--- src/rtl/prco_pipe_ctrl_if.sv ---
// Handshake bundle between the PRCO pipeline sequencer and the rest of the core.
// master: the sequencer (drives the chip-enables and status).
// slave:  the core side (fetch unit, decoder, RAM, UART).
interface prco_pipe_ctrl_if #(
  parameter int CNT_W = 16
);
  logic             i_en;
  logic             i_fetch_done;
  logic             i_dec_ce;
  logic             i_dec_fetch;
  logic             i_reg_we;
  logic             i_req_ram;
  logic             i_req_ram_we;
  logic             i_uart_req;
  logic             i_halt;
  logic             i_mem_ready;
  logic             i_uart_busy;
  logic             q_fetch_ce;
  logic             q_dec_ce;
  logic             q_alu_ce;
  logic             q_mem_ce;
  logic             q_mem_we;
  logic             q_wb_ce;
  logic             q_uart_we;
  logic             q_pc_inc;
  logic             q_halted;
  logic             q_fault;
  logic [2:0]       q_state;
  logic [CNT_W-1:0] q_retired;

  modport master (
    input  i_en, i_fetch_done, i_dec_ce, i_dec_fetch, i_reg_we, i_req_ram,
           i_req_ram_we, i_uart_req, i_halt, i_mem_ready, i_uart_busy,
    output q_fetch_ce, q_dec_ce, q_alu_ce, q_mem_ce, q_mem_we, q_wb_ce,
           q_uart_we, q_pc_inc, q_halted, q_fault, q_state, q_retired
  );

  modport slave (
    output i_en, i_fetch_done, i_dec_ce, i_dec_fetch, i_reg_we, i_req_ram,
           i_req_ram_we, i_uart_req, i_halt, i_mem_ready, i_uart_busy,
    input  q_fetch_ce, q_dec_ce, q_alu_ce, q_mem_ce, q_mem_we, q_wb_ce,
           q_uart_we, q_pc_inc, q_halted, q_fault, q_state, q_retired
  );
endinterface

--- src/rtl/prco_pipe_ctrl.sv ---
// PRCO multi-cycle sequencer: walks one instruction at a time through
// fetch, decode, execute and the optional RAM / UART / write-back phases,
// pulsing the matching chip-enable and counting retired instructions.
// Retirement is not a state of its own: it happens on the transition out of
// DECODE (NOP), EXEC, MEM, UART or WB and chains straight into the next FETCH.
// The bus interface must be instantiated with the same CNT_W as this module.
module prco_pipe_ctrl #(
  parameter int MEM_TIMEOUT = 15,
  parameter int CNT_W       = 16
) (
  input  logic              i_clk,
  input  logic              i_reset,
  prco_pipe_ctrl_if.master  bus
);

  typedef enum logic [2:0] {
    S_IDLE   = 3'd0,
    S_FETCH  = 3'd1,
    S_DECODE = 3'd2,
    S_EXEC   = 3'd3,
    S_MEM    = 3'd4,
    S_WB     = 3'd5,
    S_UART   = 3'd6,
    S_HALT   = 3'd7
  } state_t;

  // Last counter value before the MEM wait gives up (counter starts at 0).
  localparam logic [7:0] TMO_LAST = 8'(MEM_TIMEOUT - 1);

  state_t     state;
  logic [7:0] mem_cnt;
  logic       lat_reg_we;
  logic       lat_req_ram;
  logic       lat_ram_we;
  logic       lat_uart_req;
  logic       retire;

  assign bus.q_state = state;

  // Decide whether the current cycle finishes the instruction in flight.
  always_comb begin
    retire = 1'b0;
    case (state)
      S_DECODE: retire = bus.i_dec_fetch & ~bus.i_halt;
      S_EXEC:   retire = ~lat_req_ram & ~lat_uart_req & ~lat_reg_we;
      S_MEM:    retire = bus.i_mem_ready & ~lat_reg_we;
      S_UART:   retire = ~bus.i_uart_busy;
      S_WB:     retire = 1'b1;
      default:  retire = 1'b0;
    endcase
  end

  // Sequencer state, latched decoder flags and all registered outputs.
  always_ff @(posedge i_clk) begin
    if (i_reset) begin
      state          <= S_IDLE;
      mem_cnt        <= 8'd0;
      lat_reg_we     <= 1'b0;
      lat_req_ram    <= 1'b0;
      lat_ram_we     <= 1'b0;
      lat_uart_req   <= 1'b0;
      bus.q_fetch_ce <= 1'b0;
      bus.q_dec_ce   <= 1'b0;
      bus.q_alu_ce   <= 1'b0;
      bus.q_mem_ce   <= 1'b0;
      bus.q_mem_we   <= 1'b0;
      bus.q_wb_ce    <= 1'b0;
      bus.q_uart_we  <= 1'b0;
      bus.q_pc_inc   <= 1'b0;
      bus.q_halted   <= 1'b0;
      bus.q_fault    <= 1'b0;
      bus.q_retired  <= '0;
    end else begin
      // Pulses last a single cycle unless re-armed below.
      bus.q_fetch_ce <= 1'b0;
      bus.q_dec_ce   <= 1'b0;
      bus.q_alu_ce   <= 1'b0;
      bus.q_wb_ce    <= 1'b0;
      bus.q_uart_we  <= 1'b0;
      bus.q_pc_inc   <= 1'b0;

      case (state)
        S_IDLE: begin
          if (bus.i_en) begin
            state          <= S_FETCH;
            bus.q_fetch_ce <= 1'b1;
          end
        end
        S_FETCH: begin
          if (bus.i_fetch_done) begin
            state        <= S_DECODE;
            bus.q_dec_ce <= 1'b1;
          end
        end
        S_DECODE: begin
          if (bus.i_halt && (bus.i_dec_ce || bus.i_dec_fetch)) begin
            state        <= S_HALT;
            bus.q_halted <= 1'b1;
          end else if (!bus.i_dec_fetch && bus.i_dec_ce) begin
            lat_reg_we   <= bus.i_reg_we;
            lat_req_ram  <= bus.i_req_ram;
            lat_ram_we   <= bus.i_req_ram_we;
            lat_uart_req <= bus.i_uart_req;
            state        <= S_EXEC;
            bus.q_alu_ce <= 1'b1;
          end
        end
        S_EXEC: begin
          if (lat_req_ram) begin
            state        <= S_MEM;
            mem_cnt      <= 8'd0;
            bus.q_mem_ce <= 1'b1;
            bus.q_mem_we <= lat_ram_we;
          end else if (lat_uart_req) begin
            state <= S_UART;
          end else if (lat_reg_we) begin
            state       <= S_WB;
            bus.q_wb_ce <= 1'b1;
          end
        end
        S_MEM: begin
          // A ready arriving on the timeout cycle still completes the access.
          if (bus.i_mem_ready) begin
            bus.q_mem_ce <= 1'b0;
            bus.q_mem_we <= 1'b0;
            if (lat_reg_we) begin
              state       <= S_WB;
              bus.q_wb_ce <= 1'b1;
            end
          end else if (mem_cnt == TMO_LAST) begin
            state        <= S_HALT;
            bus.q_mem_ce <= 1'b0;
            bus.q_mem_we <= 1'b0;
            bus.q_halted <= 1'b1;
            bus.q_fault  <= 1'b1;
          end else begin
            mem_cnt <= mem_cnt + 8'd1;
          end
        end
        S_UART: begin
          if (!bus.i_uart_busy) begin
            bus.q_uart_we <= 1'b1;
          end
        end
        S_WB: begin
          state <= S_WB;
        end
        S_HALT: begin
          state <= S_HALT;
        end
        default: begin
          state <= S_IDLE;
        end
      endcase

      if (retire) begin
        bus.q_pc_inc  <= 1'b1;
        bus.q_retired <= bus.q_retired + {{(CNT_W-1){1'b0}}, 1'b1};
        if (bus.i_en) begin
          state          <= S_FETCH;
          bus.q_fetch_ce <= 1'b1;
        end else begin
          state <= S_IDLE;
        end
      end
    end
  end

endmodule

--- src/flat_wrapper.sv ---
// flat-port wrapper written by rule: the top's interface ports become plain ports
module prco_pipe_ctrl_flat 
#(
  parameter int MEM_TIMEOUT = 15,
  parameter int CNT_W       = 16
)
  (i_clk, i_reset, bus_i_en, bus_i_fetch_done, bus_i_dec_ce, bus_i_dec_fetch, bus_i_reg_we, bus_i_req_ram, bus_i_req_ram_we, bus_i_uart_req, bus_i_halt, bus_i_mem_ready, bus_i_uart_busy, bus_q_fetch_ce, bus_q_dec_ce, bus_q_alu_ce, bus_q_mem_ce, bus_q_mem_we, bus_q_wb_ce, bus_q_uart_we, bus_q_pc_inc, bus_q_halted, bus_q_fault, bus_q_state, bus_q_retired);
  prco_pipe_ctrl_if #(.CNT_W(CNT_W)) bus_i ();
  input  logic i_clk;
  input  logic i_reset;
  input wire logic [$bits(bus_i.i_en)-1:0] bus_i_en;
  input wire logic [$bits(bus_i.i_fetch_done)-1:0] bus_i_fetch_done;
  input wire logic [$bits(bus_i.i_dec_ce)-1:0] bus_i_dec_ce;
  input wire logic [$bits(bus_i.i_dec_fetch)-1:0] bus_i_dec_fetch;
  input wire logic [$bits(bus_i.i_reg_we)-1:0] bus_i_reg_we;
  input wire logic [$bits(bus_i.i_req_ram)-1:0] bus_i_req_ram;
  input wire logic [$bits(bus_i.i_req_ram_we)-1:0] bus_i_req_ram_we;
  input wire logic [$bits(bus_i.i_uart_req)-1:0] bus_i_uart_req;
  input wire logic [$bits(bus_i.i_halt)-1:0] bus_i_halt;
  input wire logic [$bits(bus_i.i_mem_ready)-1:0] bus_i_mem_ready;
  input wire logic [$bits(bus_i.i_uart_busy)-1:0] bus_i_uart_busy;
  output wire logic [$bits(bus_i.q_fetch_ce)-1:0] bus_q_fetch_ce;
  output wire logic [$bits(bus_i.q_dec_ce)-1:0] bus_q_dec_ce;
  output wire logic [$bits(bus_i.q_alu_ce)-1:0] bus_q_alu_ce;
  output wire logic [$bits(bus_i.q_mem_ce)-1:0] bus_q_mem_ce;
  output wire logic [$bits(bus_i.q_mem_we)-1:0] bus_q_mem_we;
  output wire logic [$bits(bus_i.q_wb_ce)-1:0] bus_q_wb_ce;
  output wire logic [$bits(bus_i.q_uart_we)-1:0] bus_q_uart_we;
  output wire logic [$bits(bus_i.q_pc_inc)-1:0] bus_q_pc_inc;
  output wire logic [$bits(bus_i.q_halted)-1:0] bus_q_halted;
  output wire logic [$bits(bus_i.q_fault)-1:0] bus_q_fault;
  output wire logic [$bits(bus_i.q_state)-1:0] bus_q_state;
  output wire logic [$bits(bus_i.q_retired)-1:0] bus_q_retired;
  assign bus_i.i_en = bus_i_en;
  assign bus_i.i_fetch_done = bus_i_fetch_done;
  assign bus_i.i_dec_ce = bus_i_dec_ce;
  assign bus_i.i_dec_fetch = bus_i_dec_fetch;
  assign bus_i.i_reg_we = bus_i_reg_we;
  assign bus_i.i_req_ram = bus_i_req_ram;
  assign bus_i.i_req_ram_we = bus_i_req_ram_we;
  assign bus_i.i_uart_req = bus_i_uart_req;
  assign bus_i.i_halt = bus_i_halt;
  assign bus_i.i_mem_ready = bus_i_mem_ready;
  assign bus_i.i_uart_busy = bus_i_uart_busy;
  assign bus_q_fetch_ce = bus_i.q_fetch_ce;
  assign bus_q_dec_ce = bus_i.q_dec_ce;
  assign bus_q_alu_ce = bus_i.q_alu_ce;
  assign bus_q_mem_ce = bus_i.q_mem_ce;
  assign bus_q_mem_we = bus_i.q_mem_we;
  assign bus_q_wb_ce = bus_i.q_wb_ce;
  assign bus_q_uart_we = bus_i.q_uart_we;
  assign bus_q_pc_inc = bus_i.q_pc_inc;
  assign bus_q_halted = bus_i.q_halted;
  assign bus_q_fault = bus_i.q_fault;
  assign bus_q_state = bus_i.q_state;
  assign bus_q_retired = bus_i.q_retired;
  prco_pipe_ctrl #(.MEM_TIMEOUT(MEM_TIMEOUT), .CNT_W(CNT_W)) u_core (.i_clk(i_clk), .i_reset(i_reset), .bus(bus_i));
endmodule
--- config.mk ---
export PLATFORM = sky130hd
export DESIGN_NAME = prco_pipe_ctrl_flat
export DESIGN_NICKNAME = d
export VERILOG_FILES = /design/src/rtl/prco_pipe_ctrl_if.sv /design/src/rtl/prco_pipe_ctrl.sv /design/src/flat_wrapper.sv
export SDC_FILE = /design/constraint.sdc
export NUM_CORES = 1
export LEC_CHECK = 0
export CAP_MARGIN = 20
export CORE_UTILIZATION = 50
export DETAILED_ROUTE_END_ITERATION = 8
export PLACE_DENSITY = 0.76
export SLEW_MARGIN = 20
export SYNTH_ARGS = -nofsm -noshare
export SYNTH_HDL_FRONTEND = slang
export SYNTH_SLANG_ARGS = --single-unit
--- constraint.sdc ---
create_clock -name i_clk -period 4.51 [get_ports i_clk]
set_clock_uncertainty 0.2 [all_clocks]
set_input_delay 0.6765 -clock i_clk [delete_from_list [all_inputs] [get_ports i_clk]]
set_output_delay 0.6765 -clock i_clk [all_outputs]
set_load 0.1 [all_outputs]
Fig. 1: run 1, drive-strength map
The bar under the picture is 20 um long.
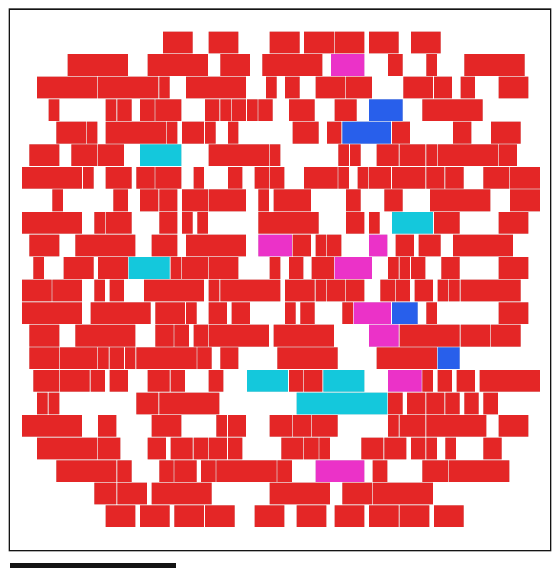
size	color	cells
_6 and larger	cyan	6
_0 and _1 cells	red	253
_2 cells	magenta	8
_3 and _4 cells	blue	4
final worst slack: 1.44 ns
fin area: 2530 um^2
Buffers, non-clock: 42
area grow syn2layout: 27.1%

Fig. 2: run 1, cell classes on the final placement
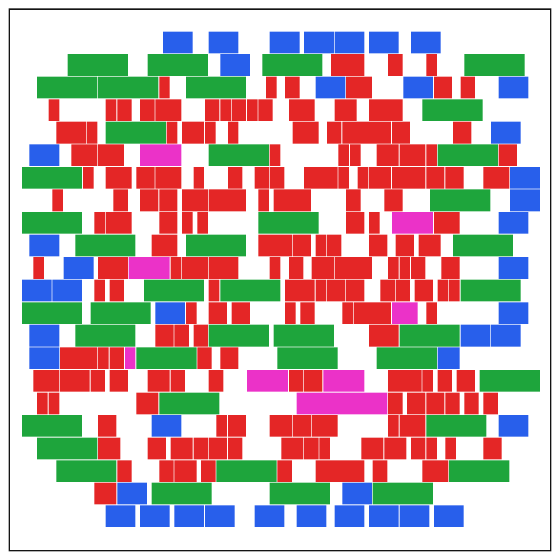
class	color	cells
clock drivers and dummy loads	magenta	8
other buffers and delay cells	blue	42
combinational and other logic	red	180
flops	green	41
Seq/total area: 32.4%
row cnt: 22
CORE AREA: 3740 um^2

==> flow_metrics.env, run 1 <==
# flow metrics
export IMPL_hold_viol=0
export IMPL_start_kind="register"
export IMPL_viasPerCell=5.76
export IMPL_drive_gt1_share_pct=6.64
export IMPL_initial_utilization_pct=53.2
export IMPL_cp_end_kind="output port"
export IMPL_status="complete, no violations"
export IMPL_ys_seq_share_pct=41.2
export IMPL_clk_path_buf_depth=2
export IMPL_cp_slowest_cell="clkdlybuf4s50_1"
export IMPL_clk_pin_slew_ns=0.08
export IMPL_pre_cts_ws_ns=1.39
export IMPL_endpoint="bus_q_state[1]"
export IMPL_edf_count=0
export IMPL_crit_path_cell_trace="clkdlybuf4s50_1"
export IMPL_logic_gates=173
export IMPL_mux_area_share_pct=4.21
export IMPL_flops=41
export IMPL_rsz0062_at_grt="false"
export IMPL_antenna_cells=0
export IMPL_io_buffers=41
export IMPL_synthDistinctLibCells=46
export IMPL_dp_cells=311
export IMPL_cp_startpoint="u_core.bus.q_state[1]$_SDFFE_PP0P_"
Fig. 3: run 1, sequential cells colored by netlist name
The bar under the picture is 20 um long.
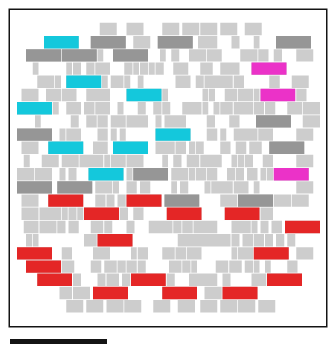
signal	color	placed flops
u_core.mem_cnt	cyan	8
u_core.bus.q_state	magenta	3
u_core.bus.q_retired	red	16
register area: 821 um^2
Seq power: 419 uW
final core utilization: 67.6%

## Run 2: what changed since run 1
==> constraint.sdc (replaced) <==
create_clock -name i_clk -period 3.15 [get_ports i_clk]
set_clock_uncertainty 0.2 [all_clocks]
set_input_delay 0.4725 -clock i_clk [delete_from_list [all_inputs] [get_ports i_clk]]
set_output_delay 0.4725 -clock i_clk [all_outputs]
set_load 0.1 [all_outputs]
==> run 2 against run 1 <==
Compared with the run above: core utilization down 2.3 points; area after synthesis unchanged; sequential power rose by 41%; design area shrank 3.4%; critical path depth is 5 higher; routed wire length shrank 3.1%; worst hold slack better by 0.011 ns; critical endpoint is now u_core.bus.q_retired[11]$_SDFFE_PP0P_; largest cell class unchanged; largest power group unchanged; highest routed layer unchanged.
==> flow_metrics.env, run 2 <==
# flow metrics
export IMPL_edf_count=0
export IMPL_crit_path_cell_trace="clkdlybuf4s50_1 > or3b_4 > a21oi_4 > o31ai_2 > or4_1 > a21oi_1"
export IMPL_cp_end_kind="register"
export IMPL_clk_path_buf_depth=2
export IMPL_status="complete, no violations"
export IMPL_cp_startpoint="bus_i_dec_fetch"
export IMPL_start_kind="input port"
export IMPL_synthDistinctLibCells=46
export IMPL_initial_utilization_pct=53.2
export IMPL_viasPerCell=5.58
export IMPL_hold_viol=0
export IMPL_areaGrowthSynthToFinish_pct=22.7
export IMPL_clk_pin_slew_ns=0.07
export IMPL_rows=22
export IMPL_flop_area_um2=821
export IMPL_ys_seq_share_pct=41.2
export IMPL_io_buffers=41
export IMPL_rsz0062_at_grt="false"
export IMPL_logic_gates=173
export IMPL_antenna_cells=0
Fig. 4: run 2, drive-strength map
The bar under the picture is 20 um long.
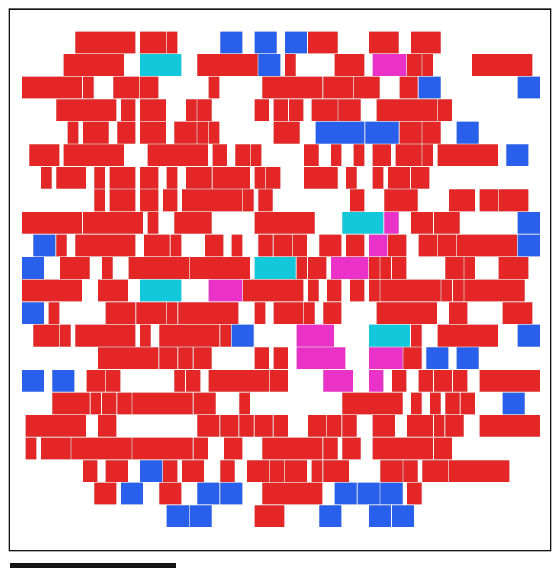
size	color	cells	most used
_3 and _4 cells	blue	34	buf_4
_6 and larger	cyan	5	clkbuf_8
_0 and _1 cells	red	224	dfxtp_1
_2 cells	magenta	10	mux2_2
final worst slack: 0.638 ns
fin area: 2440 um^2
Buffers, non-clock: 44

Fig. 5: run 2, clock wiring as the flow saved it
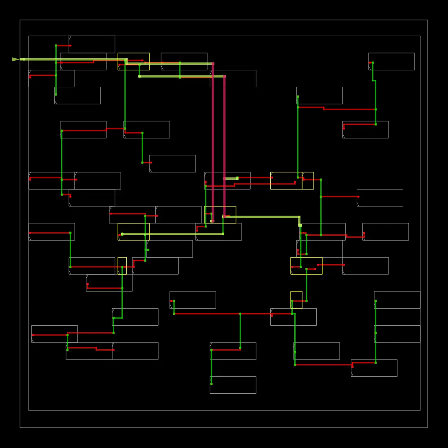
seq_cells: 41
clk_buf instances: 6
CTS Sinks: 41
Num CTS Buffers: 5

Fig. 6: run 2, sequential cells colored by netlist name
The bar under the picture is 20 um long.
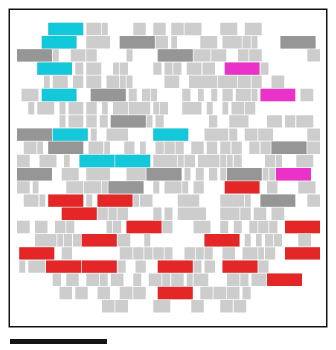
signal	color	placed flops
u_core.bus.q_retired	red	16
u_core.mem_cnt	cyan	8
u_core.bus.q_state	magenta	3
not colored	14
Seq/total area: 33.6%
final core utilization: 65.3%
Seq power: 592 uW

## Run 3: what changed since run 2
==> constraint.sdc (replaced) <==
create_clock -name i_clk -period 2.45 [get_ports i_clk]
set_clock_uncertainty 0.2 [all_clocks]
set_input_delay 0.3675 -clock i_clk [delete_from_list [all_inputs] [get_ports i_clk]]
set_output_delay 0.3675 -clock i_clk [all_outputs]
set_load 0.1 [all_outputs]
==> run 3 against run 2 <==
Compared with the run above: synthesized cell count stayed put; cell count is 3.1% higher; sequential power is 31% higher; worst setup slack worse by 0.42 ns; routed wire length is 2.7% higher; first-iteration DRC count is 17% higher; die size stayed put; register-to-register slack worse by 0.37 ns.
==> flow_metrics.env, run 3 <==
# flow metrics
export IMPL_endpoint="u_core.bus.q_retired[15]$_SDFFE_PP0P_"
export IMPL_clock_buffers=6
export IMPL_cp_slowest_cell="or4_1"
export IMPL_logic_gates=173
export IMPL_rsz0062_at_grt="false"
export IMPL_initial_utilization_pct=53.2
export IMPL_numCtsBuffers=5
export IMPL_coreArea_um2=3740
export IMPL_power_uw=1780
export IMPL_antenna_cells=0
export IMPL_flops=41
export IMPL_common_cells="41 x dfxtp_1, 29 x nor2_1, 19 x a21oi_1"
export IMPL_start_kind="input port"
export IMPL_clk_pin_slew_ns=0.08
export IMPL_io_buffers=41
export IMPL_setup_ws_ns=0.220
export IMPL_antenna_found_initial=0
export IMPL_signal_buffers=55
export IMPL_mux_area_share_pct=4.21
export IMPL_areaGrowthSynthToFinish_pct=27.4
export IMPL_ys_seq_share_pct=41.2
export IMPL_pre_cts_ws_ns=-0.0887
export IMPL_rows=22
export IMPL_status="complete, no violations"
export IMPL_cp_end_kind="register"
export IMPL_dp_cells=324
export IMPL_edf_count=0
export IMPL_crit_path_cell_trace="clkdlybuf4s50_1 > or3b_4 > a21oi_4 > o31ai_2 > or4_1 > a21oi_1"
export IMPL_cp_startpoint="bus_i_dec_fetch"
export IMPL_hold_viol=0
export IMPL_clk_path_buf_depth=2
Fig. 7: run 3, clock wiring as the flow saved it
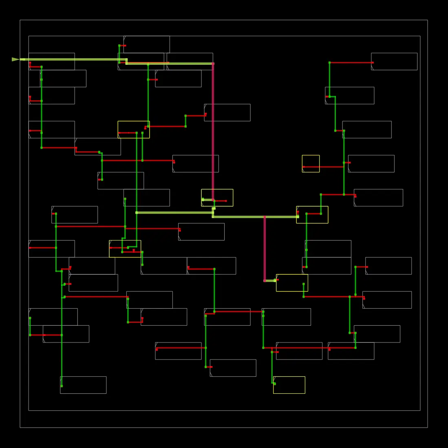
Clock net power: 444 uW
Clk Latency, worst-skew pair: 0.29 ns

Fig. 8: run 3, cell classes on the final placement
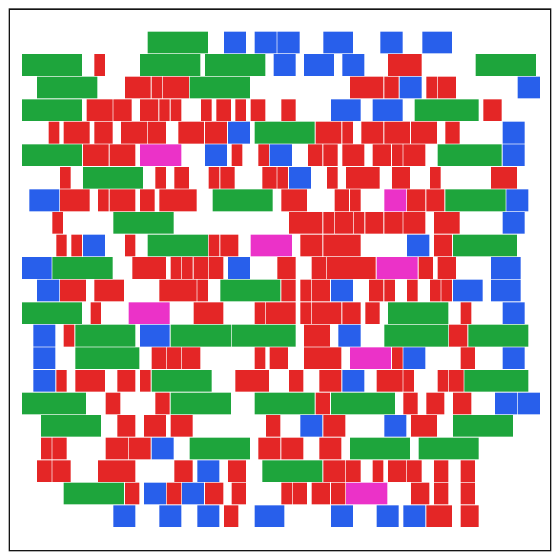
class	color	cells
clock drivers and dummy loads	magenta	7
other buffers and delay cells	blue	55
combinational and other logic	red	180
flops	green	41
Seq/total area: 32.8%
final core utilization: 67.8%
fin area: 2540 um^2

Fig. 9: run 3, sequential cells colored by netlist name
The bar under the picture is 20 um long.
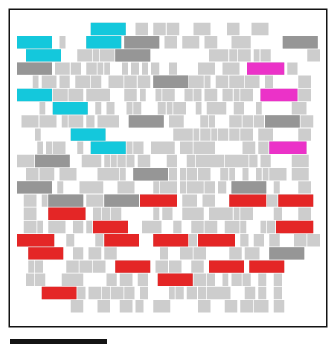
signal	color	placed flops
u_core.bus.q_retired	red	16
u_core.bus.q_state	magenta	3
u_core.mem_cnt	cyan	8
not colored	14
register area: 832 um^2
Seq power: 775 uW


## Gallery

Clock distribution.
panel A
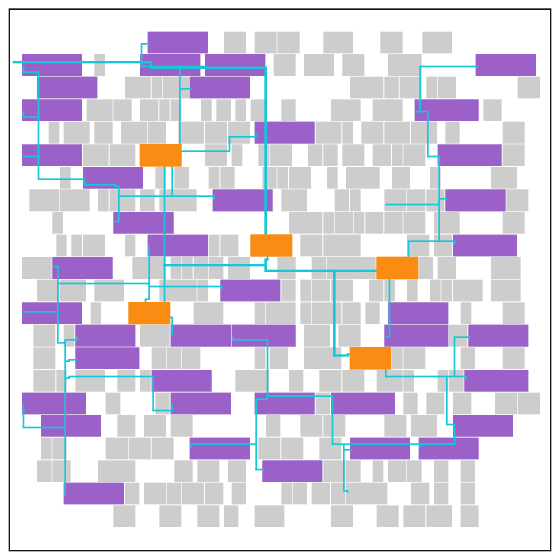
panel B
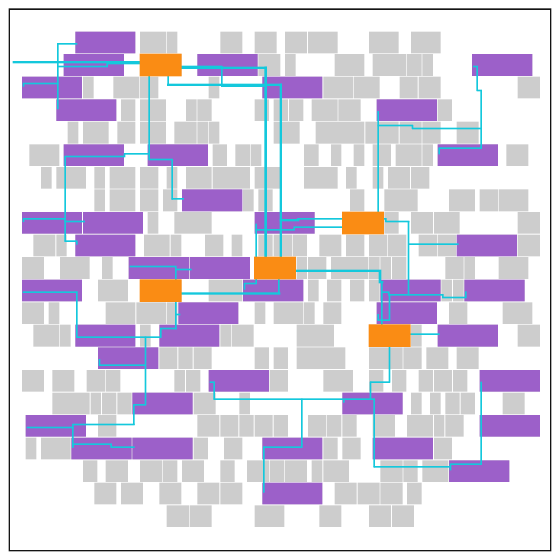
panel C
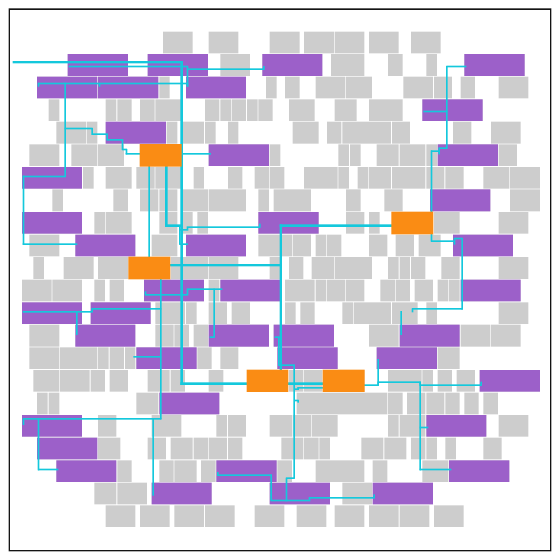
- run 2 = panel B
- run 3 = panel A
- run 1 = panel C

Key to panel C:
[clock drivers] orange | count: 5
[clock wires] cyan | length: 491 um
[flip-flops] purple | count: 41
flops lie	spread over the die
routed clock nets	6

Power and IR drop assume default switching activity.
